[config.mk]
export PLATFORM = sky130hd
export DESIGN_NAME = pll_dri_reconfig_ctrl_flat
export DESIGN_NICKNAME = d
export VERILOG_FILES = /design/src/rtl/pll_dri_reconfig_ctrl_if.sv /design/src/rtl/pll_dri_reconfig_ctrl.sv /design/src/flat_wrapper.sv
export SDC_FILE = /design/constraint.sdc
export NUM_CORES = 1
export LEC_CHECK = 0
export CORE_ASPECT_RATIO = 0.9
export CORE_MARGIN = 2
export CORE_UTILIZATION = 47
export CTS_CLUSTER_DIAMETER = 60
export DETAILED_ROUTE_END_ITERATION = 10
export GPL_TIMING_DRIVEN = 0
export PLACE_DENSITY = 0.83
export SETUP_SLACK_MARGIN = 0.05
export SYNTH_ARGS = -nofsm -noshare
export SYNTH_HDL_FRONTEND = slang
export SYNTH_SLANG_ARGS = --single-unit
[constraint.sdc]
create_clock -name clk -period 6.6 [get_ports clk]
set_clock_uncertainty 0.05 [all_clocks]
set_input_delay 1.32 -clock clk [delete_from_list [all_inputs] [get_ports clk]]
set_output_delay 1.32 -clock clk [all_outputs]
set_load 0.1 [all_outputs]
[src/rtl/pll_dri_reconfig_ctrl_if.sv]
// Host command/response channel of the PLL DRI reconfiguration controller.
// master = fabric host, slave = controller.
interface pll_dri_reconfig_ctrl_if;
  logic        cmd_valid;
  logic        cmd_ready;
  logic        cmd_write;
  logic [8:0]  cmd_addr;
  logic [31:0] cmd_wdata;
  logic [31:0] cmd_mask;
  logic        rsp_valid;
  logic [31:0] rsp_rdata;
  logic        rsp_err;
  logic        busy;

  modport master (
    output cmd_valid, cmd_write, cmd_addr, cmd_wdata, cmd_mask,
    input  cmd_ready, rsp_valid, rsp_rdata, rsp_err, busy
  );

  modport slave (
    input  cmd_valid, cmd_write, cmd_addr, cmd_wdata, cmd_mask,
    output cmd_ready, rsp_valid, rsp_rdata, rsp_err, busy
  );
endinterface

[src/rtl/pll_dri_reconfig_ctrl.sv]
// DRI initiator for PolarFire PLL register read / write / masked read-modify-write.
// Optional post-write PLL lock wait is enabled by defining PLL_DRI_LOCK_WAIT_EN.
module pll_dri_reconfig_ctrl #(
  parameter int unsigned ACK_TIMEOUT  = 64,
  parameter int unsigned LOCK_TIMEOUT = 65535,
  parameter int unsigned LOCK_SETTLE  = 16
) (
  input  logic                          clk,
  input  logic                          reset,
  pll_dri_reconfig_ctrl_if.slave        host,
  output logic [10:0]                   dri_ctrl,
  output logic [32:0]                   dri_wdata,
  input  logic [32:0]                   dri_rdata,
  output logic                          dri_arst_n,
  input  logic                          pll_lock
);

  localparam int unsigned ACK_W = (ACK_TIMEOUT < 2) ? 1 : $clog2(ACK_TIMEOUT + 1);

  typedef enum logic [2:0] {
    IDLE,
    RD_REQ,
    RD_WAIT,
    WR_REQ,
    WR_WAIT,
`ifdef PLL_DRI_LOCK_WAIT_EN
    LOCK_WAIT,
`endif
    RESP
  } state_e;

  state_e           state;
  logic [ACK_W-1:0] ack_cnt;
  logic             rmw_q;
  logic [8:0]       addr_q;
  logic [31:0]      data_q;
  logic [31:0]      mask_q;
  logic [31:0]      merged;
  logic             ack;

  assign dri_arst_n = ~reset;
  assign ack        = dri_rdata[32];
  assign merged     = (dri_rdata[31:0] & ~mask_q) | (data_q & mask_q);

`ifdef PLL_DRI_LOCK_WAIT_EN
  localparam int unsigned SETTLE_W = (LOCK_SETTLE < 1) ? 1 : $clog2(LOCK_SETTLE + 1);
  localparam int unsigned LOCK_W   = (LOCK_TIMEOUT < 2) ? 1 : $clog2(LOCK_TIMEOUT + 1);
  logic [SETTLE_W-1:0] settle_cnt;
  logic [LOCK_W-1:0]   lock_cnt;
`else
  localparam int unsigned unused_lock_cfg = LOCK_TIMEOUT + LOCK_SETTLE;
  logic unused_lock;
  assign unused_lock = pll_lock;
`endif

  // Command sequencer; every DRI and host output is registered here.
  always_ff @(posedge clk or posedge reset) begin
    if (reset) begin
      state          <= IDLE;
      host.cmd_ready <= 1'b1;
      host.rsp_valid <= 1'b0;
      host.rsp_err   <= 1'b0;
      host.rsp_rdata <= '0;
      host.busy      <= 1'b0;
      dri_ctrl       <= '0;
      dri_wdata      <= '0;
      ack_cnt        <= '0;
      rmw_q          <= 1'b0;
      addr_q         <= '0;
      data_q         <= '0;
      mask_q         <= '0;
`ifdef PLL_DRI_LOCK_WAIT_EN
      settle_cnt     <= '0;
      lock_cnt       <= '0;
`endif
    end else begin
      dri_ctrl       <= '0;
      host.rsp_valid <= 1'b0;
      case (state)
        IDLE: begin
          if (host.cmd_valid && host.cmd_ready) begin
            host.cmd_ready <= 1'b0;
            host.busy      <= 1'b1;
            addr_q         <= host.cmd_addr;
            data_q         <= host.cmd_wdata;
            mask_q         <= host.cmd_mask;
            dri_wdata      <= {1'b0, host.cmd_wdata};
            rmw_q          <= host.cmd_write && (host.cmd_mask != '1);
            // Plain writes skip the read phase; reads and RMW start with a read strobe.
            if (host.cmd_write && (host.cmd_mask == '1)) begin
              dri_ctrl <= {2'b11, host.cmd_addr};
              state    <= WR_REQ;
            end else begin
              dri_ctrl <= {2'b10, host.cmd_addr};
              state    <= RD_REQ;
            end
          end
        end
        RD_REQ: begin
          ack_cnt <= ACK_W'(ACK_TIMEOUT);
          state   <= RD_WAIT;
        end
        WR_REQ: begin
          ack_cnt <= ACK_W'(ACK_TIMEOUT);
          state   <= WR_WAIT;
        end
        RD_WAIT: begin
          if (ack) begin
            if (rmw_q) begin
              data_q    <= merged;
              dri_ctrl  <= {2'b11, addr_q};
              dri_wdata <= {1'b0, merged};
              state     <= WR_REQ;
            end else begin
              host.rsp_rdata <= dri_rdata[31:0];
              host.rsp_err   <= 1'b0;
              host.rsp_valid <= 1'b1;
              state          <= RESP;
            end
          end else if (ack_cnt <= ACK_W'(1)) begin
            host.rsp_err   <= 1'b1;
            host.rsp_valid <= 1'b1;
            state          <= RESP;
          end else begin
            ack_cnt <= ack_cnt - ACK_W'(1);
          end
        end
        WR_WAIT: begin
          if (ack) begin
            host.rsp_rdata <= data_q;
`ifdef PLL_DRI_LOCK_WAIT_EN
            settle_cnt <= SETTLE_W'(LOCK_SETTLE);
            lock_cnt   <= LOCK_W'(LOCK_TIMEOUT);
            state      <= LOCK_WAIT;
`else
            host.rsp_err   <= 1'b0;
            host.rsp_valid <= 1'b1;
            state          <= RESP;
`endif
          end else if (ack_cnt <= ACK_W'(1)) begin
            host.rsp_err   <= 1'b1;
            host.rsp_valid <= 1'b1;
            state          <= RESP;
          end else begin
            ack_cnt <= ack_cnt - ACK_W'(1);
          end
        end
`ifdef PLL_DRI_LOCK_WAIT_EN
        // Lock is ignored while the PLL settles after the register update.
        LOCK_WAIT: begin
          if (settle_cnt != '0) begin
            settle_cnt <= settle_cnt - SETTLE_W'(1);
          end else if (pll_lock) begin
            host.rsp_err   <= 1'b0;
            host.rsp_valid <= 1'b1;
            state          <= RESP;
          end else if (lock_cnt <= LOCK_W'(1)) begin
            host.rsp_err   <= 1'b1;
            host.rsp_valid <= 1'b1;
            state          <= RESP;
          end else begin
            lock_cnt <= lock_cnt - LOCK_W'(1);
          end
        end
`endif
        RESP: begin
          host.cmd_ready <= 1'b1;
          host.busy      <= 1'b0;
          state          <= IDLE;
        end
        default: begin
          host.cmd_ready <= 1'b1;
          host.busy      <= 1'b0;
          state          <= IDLE;
        end
      endcase
    end
  end

endmodule

[src/flat_wrapper.sv]
// flat-port wrapper written by rule: the top's interface ports become plain ports
module pll_dri_reconfig_ctrl_flat 
#(
  parameter int unsigned ACK_TIMEOUT  = 64,
  parameter int unsigned LOCK_TIMEOUT = 65535,
  parameter int unsigned LOCK_SETTLE  = 16
)
  (clk, reset, dri_ctrl, dri_wdata, dri_rdata, dri_arst_n, pll_lock, host_cmd_valid, host_cmd_write, host_cmd_addr, host_cmd_wdata, host_cmd_mask, host_cmd_ready, host_rsp_valid, host_rsp_rdata, host_rsp_err, host_busy);
  pll_dri_reconfig_ctrl_if host_i ();
  input  logic clk;
  input  logic reset;
  output logic [10:0] dri_ctrl;
  output logic [32:0] dri_wdata;
  input  logic [32:0] dri_rdata;
  output logic dri_arst_n;
  input  logic pll_lock;
  input wire logic [$bits(host_i.cmd_valid)-1:0] host_cmd_valid;
  input wire logic [$bits(host_i.cmd_write)-1:0] host_cmd_write;
  input wire logic [$bits(host_i.cmd_addr)-1:0] host_cmd_addr;
  input wire logic [$bits(host_i.cmd_wdata)-1:0] host_cmd_wdata;
  input wire logic [$bits(host_i.cmd_mask)-1:0] host_cmd_mask;
  output wire logic [$bits(host_i.cmd_ready)-1:0] host_cmd_ready;
  output wire logic [$bits(host_i.rsp_valid)-1:0] host_rsp_valid;
  output wire logic [$bits(host_i.rsp_rdata)-1:0] host_rsp_rdata;
  output wire logic [$bits(host_i.rsp_err)-1:0] host_rsp_err;
  output wire logic [$bits(host_i.busy)-1:0] host_busy;
  assign host_i.cmd_valid = host_cmd_valid;
  assign host_i.cmd_write = host_cmd_write;
  assign host_i.cmd_addr = host_cmd_addr;
  assign host_i.cmd_wdata = host_cmd_wdata;
  assign host_i.cmd_mask = host_cmd_mask;
  assign host_cmd_ready = host_i.cmd_ready;
  assign host_rsp_valid = host_i.rsp_valid;
  assign host_rsp_rdata = host_i.rsp_rdata;
  assign host_rsp_err = host_i.rsp_err;
  assign host_busy = host_i.busy;
  pll_dri_reconfig_ctrl #(.ACK_TIMEOUT(ACK_TIMEOUT), .LOCK_TIMEOUT(LOCK_TIMEOUT), .LOCK_SETTLE(LOCK_SETTLE)) u_core (.clk(clk), .reset(reset), .host(host_i), .dri_ctrl(dri_ctrl), .dri_wdata(dri_wdata), .dri_rdata(dri_rdata), .dri_arst_n(dri_arst_n), .pll_lock(pll_lock));
endmodule
==> flow_metrics.py, run 1 <==
# Generated from Yosys and OpenROAD reports
metrics = {
    "status": {
        "status": "completed",
    },
    "cts": {
        "clockBufferDepth": 2,
        "ctsHtreeMaxLevel": 4,
        "cts_buffers": 17,
        "cts-root-buf": "clkbuf_16",
        "postCtsSetupBuffers": 0,
        "cts.sinks": 131,
    },
    "route": {
        "ant_nets": 0,
        "via_per_inst": 5.45,
        "drtPass1Iterations": 5,
        "num_vias": 5747,
        "wl_mm": 18.4,
        "wl_per_cell_um": 17.5,
    },
    "critical_path": {
        "crit_required_ps": 5230,
        "path_class": "in -> out",
        "critPathLaunchType": "input port",
        "cpPeakStageDelay_ps": 1200,
        "r2r_slack_ps": 4360,
        "worst-path-buf-inv": 4,
        "crit_top_cell": "clkdlybuf4s50_1",
        "cp_slowest_cell": "clkdlybuf4s50_1",
    },
    "finish": {
        "area_delta_synth_final_pct": 44.7,
        "instances_no_fill": 1055,
        "fin_nets": 991,
        "final_cell_mix": "188 x clkdlybuf4s50_1, 183 x nand2_1, 130 x dfrtp_1",
        "layout-drive-gt1-share": 0.0718,
        "num_antenna_cells": 0,
    },
    "synthesis": {
        "ys_sh_mux": 0.0596,
        "synth_cell_types": 45,
        "ys_seq_share": 0.540,
        "aoi_share": 0.129,
        "topCombFamilyByArea": "simple AND/OR/NAND/NOR gates",
        "async_reset_ff_frac": 1.00,
        "ys_area_um2": 6070,
        "ff_type": "dfrtp_1",
        "enable_flop_cells": 0,
        "ys_warn_count": 0,
        "syn_inst": 670,
        "xor_area_frac": 0.00144,
        "adder_share": 0.00412,
        "ys_sh_simple": 0.226,
    },
    "sta": {
        "fin_crit_ps": 5200,
        "rsz0062_at_grt": "false",
        "maxSlewHeadroom": 0.299,
        "fmax_mhz": 192,
        "hold_viol_final": 0,
        "setup_viol": 0,
        "tns_ps": 0,
        "worst_pin_slew_ps": 1050,
        "finalMaxSlewViolations": 0,
    },
    "place": {
        "dp_hpwl_mm": 12.8,
        "post-place-cells": 1023,
    },
    "grt": {
        "grt_overflow": 0,
        "grt_pass1_wl_mm": 29.2,
        "grt_pass1_vias": 5649,
        "grt_max_degree": 68,
        "antenna_found_initial": 0,
        "track_usage": 0.277,
    },
    "power_and_ir_drop": {
        "power_density_nw_per_um2": 584,
        "seq_power_share": 0.277,
        "p_switching_w": 0.00268,
        "power.group.top": "combinational logic",
        "swShare": 0.523,
        "combPwrFrac": 0.541,
        "pg_seq_w": 0.00142,
        "peakVddDrop_uv": 445,
        "pg_clk_w": 0.000930,
        "internal_power_w": 0.00245,
    },
    "worst_hold_path": {
        "holdCritPathClass": "reg -> reg",
    },
    "run": {
        "maxCapViolCount": 0,
    },
    "floorplan": {
        "die_area_um2": 13800,
        "fp_util": 0.480,
        "coreArea_um2": 12600,
    },
}
[run 1: worst paths after layout]
check,cells past startpoint,endpoint,startpoint
hold / removal,2,u_core.addr_q[6]$_DFFE_PP0P_,u_core.addr_q[6]$_DFFE_PP0P_
max in group asynchronous,3,u_core.host.cmd_ready$_DFFE_PP1P_,reset
min in group asynchronous,2,u_core.host.rsp_rdata[26]$_DFFE_PP0P_,reset
setup / recovery,4,dri_arst_n,reset
setup reg to reg,4,u_core.host.rsp_rdata[12]$_DFFE_PP0P_,u_core.state[2]$_DFFE_PP0P_
hold reg to reg,2,u_core.addr_q[6]$_DFFE_PP0P_,u_core.addr_q[6]$_DFFE_PP0P_
[run 1: stage by stage]
| step | utilization | worst slack, ps | hold WS (ps) | power (W) | instance area, um^2 |
|---|---|---|---|---|---|
| final | 0.695 | 1400 | 424 | 0.00513 | 8780 |
| after detailed placement | 0.648 | 1300 | 412 | 0.00419 | 8190 |
| after global routing | 0.695 | 1210 | 439 | 0.00535 | 8780 |
| after global placement | 0.645 | -1970 | 403 | 0.00414 | 8160 |
| after floorplan | - | 653 | 396 | 0.00345 | 6070 |
| after CTS | 0.695 | 1310 | 426 | 0.00513 | 8780 |
[run 1: Yosys cell counts (2+ instances only)]
| cell | number | share of area |
|---|---|---|
| o31ai_1 | 2 | 0.0025 |
| ha_1 | 2 | 0.0041 |
| nor4_1 | 2 | 0.0021 |
| dfrtp_1 | 130 | 0.54 |
| nand4_1 | 11 | 0.011 |
| nand2_1 | 183 | 0.11 |
| nor3b_2 | 2 | 0.0041 |
| nand2b_1 | 3 | 0.0031 |
| a31oi_1 | 3 | 0.0031 |
| a21oi_1 | 35 | 0.029 |
| and2_1 | 3 | 0.0031 |
| or3b_1 | 2 | 0.0029 |
| buf_6 | 2 | 0.0037 |
| mux2i_1 | 35 | 0.058 |
| buf_4 | 2 | 0.0025 |
| or4_1 | 3 | 0.0037 |
| clkbuf_1 | 16 | 0.0099 |
| o22a_1 | 32 | 0.046 |
| buf_1 | 2 | 0.0012 |
| buf_2 | 20 | 0.016 |
| a211oi_1 | 2 | 0.0025 |
| nand3_1 | 3 | 0.0025 |
| o21ai_0 | 40 | 0.033 |
| o21bai_1 | 2 | 0.0025 |
| nor3_1 | 34 | 0.028 |
| nor2_1 | 73 | 0.045 |
| inv_1 | 8 | 0.0049 |
[run 1: cell type report]
type / instances / area, um^2
fill: 987 / 3850
sequential: 131 / 3280
multi-input combinational: 489 / 2550
timing repair buffer: 189 / 1910
clock buffer: 24 / 522
buffer: 42 / 205
tap: 164 / 205
clock inverter: 8 / 72.6
inverter: 8 / 35.0
[run 1: tightest hold or removal path: cells and delay by family, from the launching register on]
family           cells  cell delay [ps]
flip-flops           1              340
AND/OR/NAND/NOR      2              100
[run 1: routing by layer]
layer | track usage | part of all wire
met1 | 0.374 | 0.43
met5 | 0 | 0
met2 | 0.427 | 0.46
met3 | 0.0743 | 0.082
met4 | 0.106 | 0.027
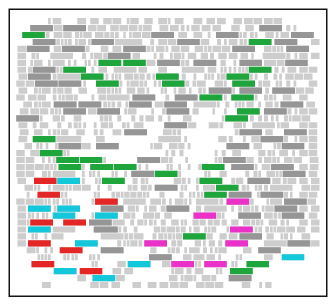
Run 1: sequential cells colored by netlist name
legend:
  green:
    netlist_name: `u_core.mask_q`
    sequential_cells: 32
  cyan:
    netlist_name: `u_core.dri_ctrl`
    sequential_cells: 11
    where: bottom left
  magenta:
    netlist_name: `u_core.ack_cnt`
    sequential_cells: 7
  red:
    netlist_name: `u_core.addr_q`
    sequential_cells: 9
    where: bottom left
not colored: 72

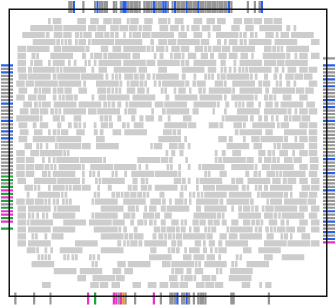
Run 1: I/O pins on the die edge
Pins as bars across the die edge, other pins in gray.
legend:
  green:
    port: `host_cmd_addr`
    pins: 9
    direction: input
    edge: 8 left, 1 bottom
  blue:
    port: `dri_rdata`
    pins: 33
    direction: input
    edge: 13 right, 12 top, 6 left, 2 bottom
  magenta:
    port: `dri_ctrl`
    pins: 11
    direction: output
    edge: 5 bottom, 5 left, 1 right
  orange:
    port: `host_busy`
    pins: 1
    direction: output
    edge: bottom
Die W: 124 um
Die H: 112 um
I/O Buffers: 188

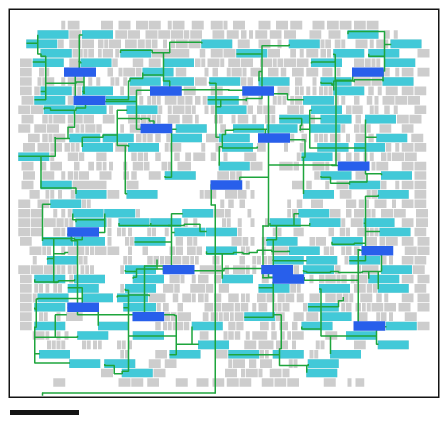
Run 1: routed clock nets over the placement
The bar under the picture is 20 um long.
legend:
  green:
    item: clock wires
    length: 1700 um
  blue:
    item: clock-net drivers
    count: 17
  cyan:
    item: flip-flops
    count: 131
routed clock nets: 18
flops lie: spread over the die

==> inputs of run 2 (changes only) <==
==> constraint.sdc (replaced) <==
create_clock -name clk -period 5.4 [get_ports clk]
set_clock_uncertainty 0.05 [all_clocks]
set_input_delay 1.08 -clock clk [delete_from_list [all_inputs] [get_ports clk]]
set_output_delay 1.08 -clock clk [all_outputs]
set_load 0.1 [all_outputs]
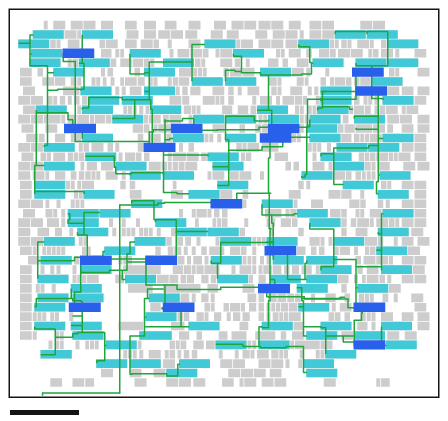
Run 2: routed clock nets over the placement
The bar under the picture is 20 um long.
legend:
  green:
    item: clock wires
    length: 1690 um
  blue:
    item: clock-net drivers
    count: 17
  cyan:
    item: flip-flops
    count: 131
routed clock nets: 18
flops lie: spread over the die
clock group power: 0.00115 W
clock network fraction of design power: 0.182
clk_lat worst skew: 420 ps

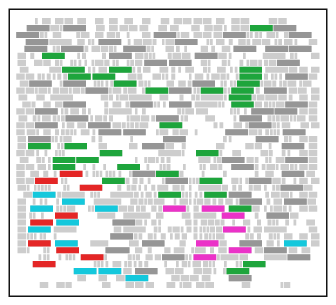
Run 2: sequential cells colored by netlist name
legend:
  cyan:
    netlist_name: `u_core.dri_ctrl`
    sequential_cells: 11
    where: bottom left
  green:
    netlist_name: `u_core.mask_q`
    sequential_cells: 32
  magenta:
    netlist_name: `u_core.ack_cnt`
    sequential_cells: 7
  red:
    netlist_name: `u_core.addr_q`
    sequential_cells: 9
    where: bottom left

==> run 2 against run 1 <==
Clock power increased by 24%. Sequential power increased by 23%. Non-clock buffer count increased by 2. Sequential share of layout area decreased by 0.12 points. Final cell count increased by 0.19%. Total power increased by 23%. Register-to-register slack got worse by 1300 ps. Wire length increased by 0.99%. Combinational power increased by 22%. Largest cell class unchanged. First-iteration DRC count increased by 0.20%. Die area unchanged. Synthesized cell count unchanged.
==> flow_metrics.py, run 2 <==
# Generated from Yosys and OpenROAD reports
metrics = {
    "sta": {
        "maxSlewHeadroom": 0.299,
        "setup_viol": 0,
        "finalMaxSlewViolations": 0,
        "fmax_mhz": 222,
        "worst_pin_slew_ps": 1050,
        "setup_ws_ps": 888,
        "rsz0062_at_grt": "false",
        "hold_slack_ps": 422,
        "hold_viol_final": 0,
        "fin_crit_ps": 4510,
    },
    "cts": {
        "clockBufferDepth": 2,
        "postCtsSetupBuffers": 0,
        "cts-resized-gates": 0,
        "cts-root-buf": "clkbuf_16",
    },
    "synthesis": {
        "aoi_share": 0.129,
        "xor_area_frac": 0.00144,
        "ff_type": "dfrtp_1",
        "adder_share": 0.00412,
        "top_area_cell": "dfrtp_1",
        "ys_sh_mux": 0.0596,
        "async_reset_ff_frac": 1.00,
        "topCellsByArea": "dfrtp_1 54%, nand2_1 11%, mux2i_1 5.8%",
        "synth_cell_types": 45,
        "ys_sh_simple": 0.226,
        "topCombFamilyByArea": "simple AND/OR/NAND/NOR gates",
        "ys_area_um2": 6070,
        "ys_warn_count": 0,
        "ys_seq_share": 0.540,
        "syn_inst": 670,
        "yosysMostFrequentCell": "nand2_1",
        "yosysTopAreaCellShare": 0.536,
        "synthTopCellsByCount": "183 x nand2_1, 130 x dfrtp_1, 73 x nor2_1",
        "enable_flop_cells": 0,
    },
    "finish": {
        "final_cell_mix": "188 x clkdlybuf4s50_1, 183 x nand2_1, 130 x dfrtp_1",
        "fin_nets": 993,
        "nFillCells": 1001,
        "num_antenna_cells": 0,
        "area_delta_synth_final_pct": 45.2,
        "layout-drive-gt1-share": 0.0717,
        "instances_no_fill": 1057,
    },
    "place": {
        "post-place-ws_ps": 841,
        "dp_hpwl_mm": 13.0,
        "gp_congestion": 0.890,
        "port_buffers": 188,
        "post-place-cells": 1025,
    },
    "power_and_ir_drop": {
        "seq_power_share": 0.277,
        "p_switching_w": 0.00328,
        "internal_power_w": 0.00300,
        "power_density_nw_per_um2": 713,
        "peakVddDrop_uv": 564,
        "swShare": 0.523,
    },
    "floorplan": {
        "die_y_um": 112,
        "io_pins": 192,
        "chipWidth_um": 124,
        "fp_util": 0.480,
        "coreArea_um2": 12600,
    },
    "grt": {
        "grt_pass1_wl_mm": 29.6,
        "track_usage": 0.281,
        "grtUsageMet1": 0.378,
        "grt_overflow": 0,
        "grt_use_met3": 0.0722,
        "use_met2": 0.434,
        "antenna_found_initial": 0,
        "grt_max_degree": 40,
        "busiest_layer": "met2",
    },
    "critical_path": {
        "cp_cell_sequence": "clkdlybuf4s50_1, clkinvlp_4, clkdlybuf4s50_1",
        "worst-path-buf-inv": 3,
        "cp_slowest_cell": "clkdlybuf4s50_1",
        "crit_top_cell": "clkdlybuf4s50_1",
        "cpPeakStageDelay_ps": 1180,
        "critPathLaunchType": "input port",
        "crit_required_ps": 4270,
        "critPathMaxFanout": 32,
        "path_class": "in -> out",
    },
    "route": {
        "wl_mm": 18.6,
        "drtPass1Iterations": 5,
        "dr.first_iter.drc_count": 507,
        "via_per_inst": 5.41,
        "num_vias": 5722,
        "ant_nets": 0,
    },
    "status": {
        "status": "completed",
    },
    "worst_hold_path": {
        "holdCritPathClass": "reg -> reg",
    },
    "run": {
        "maxCapViolCount": 0,
    },
}
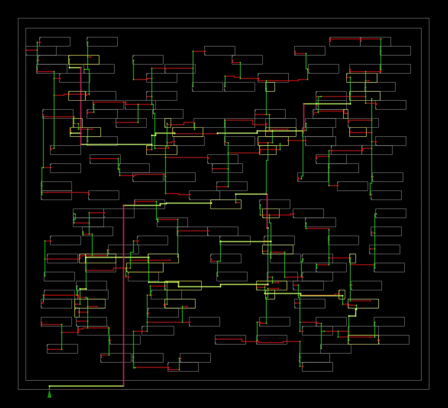
Run 2: clock nets
final-layout clock buffer total: 23
flop count: 131
Clock Sinks: 131
CTS Buf Count: 17

## run 2: netlist changes by cell type in the layout (fill, tap and decap cells not counted), sizes merged
cell,before,now
bufinv,1,2
buf,27,29
clkbuf,40,39
clkinvlp,3,4
inv,8,7
## run 2: layer usage
layer | vias up | wire length [um]
met5 | - | 0
met3 | 42 | 1590
met2 | 267 | 8430
li1 | 2700 | -
met4 | 0 | 540
met1 | 2713 | 8030
## run 2: layout make-up
cell class                 instances  area (um^2)  share of cell area
buffer                            42          205              0.0233
clock buffer                      23          488              0.0554
clock inverter                     9          103              0.0116
inverter                           8         33.8             0.00383
multi-input combinational        489         2550               0.290
sequential                       131         3280               0.372
tap                              164          205              0.0233
timing repair buffer             191         1940               0.220
## run 2: logic make-up (layout without fill, tap and decap cells)
family,after synthesis,in the layout
xor gates and xnor gates,1,1
buffers and inverters,50,273
and+or+nand+nor,325,325
muxes,36,36
DFF,131,131
other,1,1
adders and majority gates,2,2
AOI/OAI and AO/OA,124,124
## run 2: worst min-delay path: stages, from the launching register on
cell,delay [ps]
dfrtp_1,340
nand2_1,50
nand2_1,60
## run 2: through the flow
step | TNS (ps) | instance area (um^2) | util
floorplan | 0 | 6070 | -
global placement | -1190 | 8160 | 0.646
detailed placement | 0 | 8220 | 0.650
CTS | 0 | 8810 | 0.697
global route | 0 | 8810 | 0.697
finish | 0 | 8810 | 0.697
## run 2: final timing paths
kind | slack [ps] | end | startpoint | cells after the start
worst max register to register | 3090 | u_core.host.rsp_rdata[23]$_DFFE_PP0P_ | u_core.state[2]$_DFFE_PP0P_ | 4
worst max-delay path | 890 | dri_arst_n | reset | 3
max in group asynchronous | 3360 | u_core.host.rsp_rdata[19]$_DFFE_PP0P_ | reset | 4
worst min register to register | 420 | u_core.addr_q[3]$_DFFE_PP0P_ | u_core.addr_q[3]$_DFFE_PP0P_ | 2
worst min-delay path | 420 | u_core.addr_q[3]$_DFFE_PP0P_ | u_core.addr_q[3]$_DFFE_PP0P_ | 2
min in group asynchronous | 1090 | u_core.addr_q[6]$_DFFE_PP0P_ | reset | 2
## run 2: power by group through the flow
| stage | registers [W] | logic, W | clock network (W) |
|---|---|---|---|
| 2_1_floorplan | 0.00340 | 0.000815 | 0 |
| 3_3_place_gp | 0.00172 | 0.00334 | 0 |
| 3_5_place_dp | 0.00174 | 0.00338 | 0 |
| 4_1_cts | 0.00173 | 0.00340 | 0.00116 |
| 5_1_grt | 0.00179 | 0.00357 | 0.00120 |
| 6_report | 0.00174 | 0.00340 | 0.00115 |
==> inputs of run 3 (changes only) <==
==> constraint.sdc (replaced) <==
create_clock -name clk -period 4.6 [get_ports clk]
set_clock_uncertainty 0.05 [all_clocks]
set_input_delay 0.92 -clock clk [delete_from_list [all_inputs] [get_ports clk]]
set_output_delay 0.92 -clock clk [all_outputs]
set_load 0.1 [all_outputs]
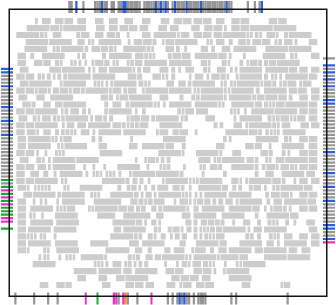
Run 3: I/O pins on the die edge
Pins as bars across the die edge, other pins in gray.
legend:
  blue:
    port: `dri_rdata`
    pins: 33
    direction: input
    edge: 13 right, 12 top, 6 left, 2 bottom
  green:
    port: `host_cmd_addr`
    pins: 9
    direction: input
    edge: 8 left, 1 bottom
  orange:
    port: `host_busy`
    pins: 1
    direction: output
    edge: bottom
  magenta:
    port: `dri_ctrl`
    pins: 11
    direction: output
    edge: 5 bottom, 5 left, 1 right

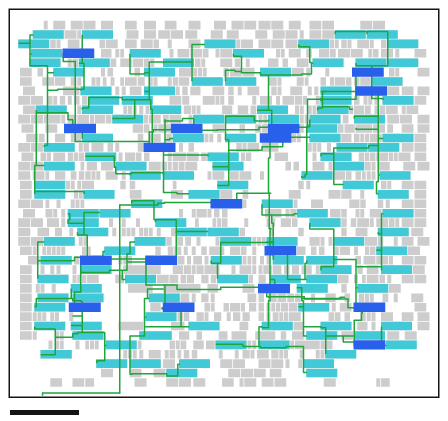
Run 3: routed clock nets over the placement
The bar under the picture is 20 um long.
clock group power: 0.00135 W

==> run 3 against run 2 <==
Sequential power is 17% higher. Combinational power is 17% higher. Via count stayed put. Final cell count stayed put. Total power is 17% higher. Critical path type unchanged.
==> flow_metrics.py, run 3 <==
# Generated from Yosys and OpenROAD reports
metrics = {
    "grt": {
        "grt_pass1_wl_mm": 29.6,
        "grt_overflow": 0,
        "grt_max_degree": 40,
        "antenna_found_initial": 0,
    },
    "sta": {
        "finalMaxSlewViolations": 0,
        "maxSlewHeadroom": 0.299,
        "hold_slack_ps": 422,
        "fin_crit_ps": 4190,
        "setup_viol": 0,
        "fmax_mhz": 239,
        "tns_ps": 0,
        "rsz0062_at_grt": "false",
        "worst_pin_slew_ps": 1050,
        "hold_viol_final": 0,
        "setup_ws_ps": 408,
    },
    "synthesis": {
        "syn_inst": 670,
        "ys_seq_share": 0.540,
        "synth_cell_types": 45,
        "ff_type": "dfrtp_1",
        "ys_area_um2": 6070,
        "top_area_cell": "dfrtp_1",
        "enable_flop_cells": 0,
        "synthTopCellsByCount": "183 x nand2_1, 130 x dfrtp_1, 73 x nor2_1",
        "ys_warn_count": 0,
        "topCellsByArea": "dfrtp_1 54%, nand2_1 11%, mux2i_1 5.8%",
        "async_reset_ff_frac": 1.00,
        "syn_area_um2": 6070,
        "yosysMostFrequentCell": "nand2_1",
        "yosysTopAreaCellShare": 0.536,
    },
    "power_and_ir_drop": {
        "combPwrFrac": 0.541,
        "seq_power_share": 0.277,
        "swShare": 0.523,
        "power_frac_clock": 0.182,
        "internal_power_w": 0.00352,
        "leakagePower_nw": 4.18,
        "peakVddDrop_uv": 663,
        "power_density_nw_per_um2": 837,
        "p_switching_w": 0.00386,
    },
    "cts": {
        "cts_buffers": 17,
        "clockBufferDepth": 2,
        "cts.sinks": 131,
        "clk_pin_slew_ps": 60,
        "cts-root-buf": "clkbuf_16",
        "insertion_delay_ps": 420,
        "cts-resized-gates": 0,
        "hold_buffers": 0,
        "postCtsSetupBuffers": 0,
    },
    "finish": {
        "seq_area_um2": 3280,
        "instances_no_fill": 1057,
        "fin_nets": 993,
        "num_antenna_cells": 0,
        "area_delta_synth_final_pct": 45.2,
        "nFillCells": 1001,
        "layout-drive-gt1-share": 0.0717,
        "final_area_um2": 8810,
        "lay_top_count": "clkdlybuf4s50_1",
        "final_cell_mix": "188 x clkdlybuf4s50_1, 183 x nand2_1, 130 x dfrtp_1",
        "logic_area_um2": 2550,
    },
    "place": {
        "gp_congestion": 0.890,
        "dp_hpwl_mm": 13.0,
        "post-place-cells": 1025,
        "place_area_um2": 8220,
        "post-place-ws_ps": 361,
        "port_buffers": 188,
    },
    "worst_hold_path": {
        "holdCritPathClass": "reg -> reg",
        "hold_depth": 2,
    },
    "route": {
        "dr.first_iter.drc_count": 507,
        "drtPass1Iterations": 5,
        "ant_nets": 0,
        "via_per_inst": 5.41,
    },
    "critical_path": {
        "path_class": "in -> out",
        "cp_cell_sequence": "clkdlybuf4s50_1, clkinvlp_4, clkdlybuf4s50_1",
        "critPathMaxFanout": 32,
        "cpPeakStageDelay_ps": 1180,
        "crit_top_cell": "clkdlybuf4s50_1",
        "cp_slowest_cell": "clkdlybuf4s50_1",
        "crit_required_ps": 3630,
        "critPathLaunchType": "input port",
        "reg2reg_depth": 4,
    },
    "floorplan": {
        "fp_util": 0.480,
        "die_y_um": 112,
        "chipWidth_um": 124,
        "die_area_um2": 13800,
        "coreArea_um2": 12600,
        "io_pins": 192,
    },
    "run": {
        "tool_warnings": 28,
        "maxCapViolCount": 0,
    },
    "status": {
        "status": "completed",
    },
}
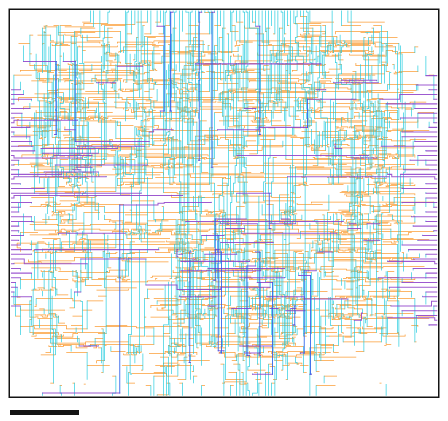
Run 3: routed metal, one color a layer
The bar under the picture is 20 um long.
legend:
  purple:
    layer: M3
    wire_length: 1590 um
  cyan:
    layer: M2
    wire_length: 8430 um
  blue:
    layer: M4
    wire_length: 541 um
  orange:
    layer: M1
    wire_length: 8030 um
post-DR wirelength/cell: 17.6 um
Global Route Usage Sum: 0.281
total routed wirelength: 18.6 mm
DR vias: 5722

[run 3: critical path, delay by kind of cell]
kind | cells | cell delay, ps
buf+inv | 3 | 2300
[run 3: cells by family after synthesis]
family                   after synthesis  share of synthesized area
adder cells (fa/ha/maj)                2                    0.00412
buffers and inverters                 50                     0.0388
other                                  1                   0.000618
multiplexers                          36                     0.0596
AND/OR/NAND/NOR                      325                      0.226
XOR/XNOR                               1                    0.00144
flip-flops                           131                      0.540
AND-OR/OR-AND                        124                      0.129
[run 3: per-stage QoR]
step	util	power [W]
finish	0.697	0.00738
global route	0.697	0.00771
CTS	0.697	0.00739
detailed placement	0.650	0.00601
global placement	0.646	0.00594
floorplan	-	0.00495
[run 3: metal layers]
metal,track usage,wire [um]
met1,0.378,8030
met2,0.434,8430
met3,0.0722,1590
met4,0.112,540
met5,0,0
[run 3: layout make-up]
| class | instances | share of cell area |
|---|---|---|
| Multi-Input combinational cell | 489 | 0.290 |
| Sequential cell | 131 | 0.372 |
| Clock inverter | 9 | 0.0116 |
| Buffer | 42 | 0.0233 |
| Clock buffer | 23 | 0.0554 |
| Timing Repair Buffer | 191 | 0.220 |
| Tap cell | 164 | 0.0233 |
| Inverter | 8 | 0.00383 |
[run 3: path summary, 6_finish.rpt]
path                                               from                                    end  slack (ps)
max                                               reset                             dri_arst_n         410
min                        u_core.addr_q[3]$_DFFE_PP0P_           u_core.addr_q[3]$_DFFE_PP0P_         420
max reg2reg                 u_core.state[2]$_DFFE_PP0P_  u_core.host.rsp_rdata[23]$_DFFE_PP0P_        2290
min reg2reg                u_core.addr_q[3]$_DFFE_PP0P_           u_core.addr_q[3]$_DFFE_PP0P_         420
max in group asynchronous                         reset  u_core.host.rsp_rdata[19]$_DFFE_PP0P_        2720
min in group asynchronous                         reset           u_core.addr_q[6]$_DFFE_PP0P_         930
[run 3: power by group through the flow]
stage                     Sequential [W]  Combinational (W)  Clock (W)
final                            0.00204            0.00399    0.00135
after global routing             0.00210            0.00420    0.00141
after CTS                        0.00203            0.00400    0.00136
after detailed placement         0.00204            0.00397          0
after global placement           0.00202            0.00392          0
after floorplan                  0.00399           0.000957          0
Power and IR drop assume default switching activity.
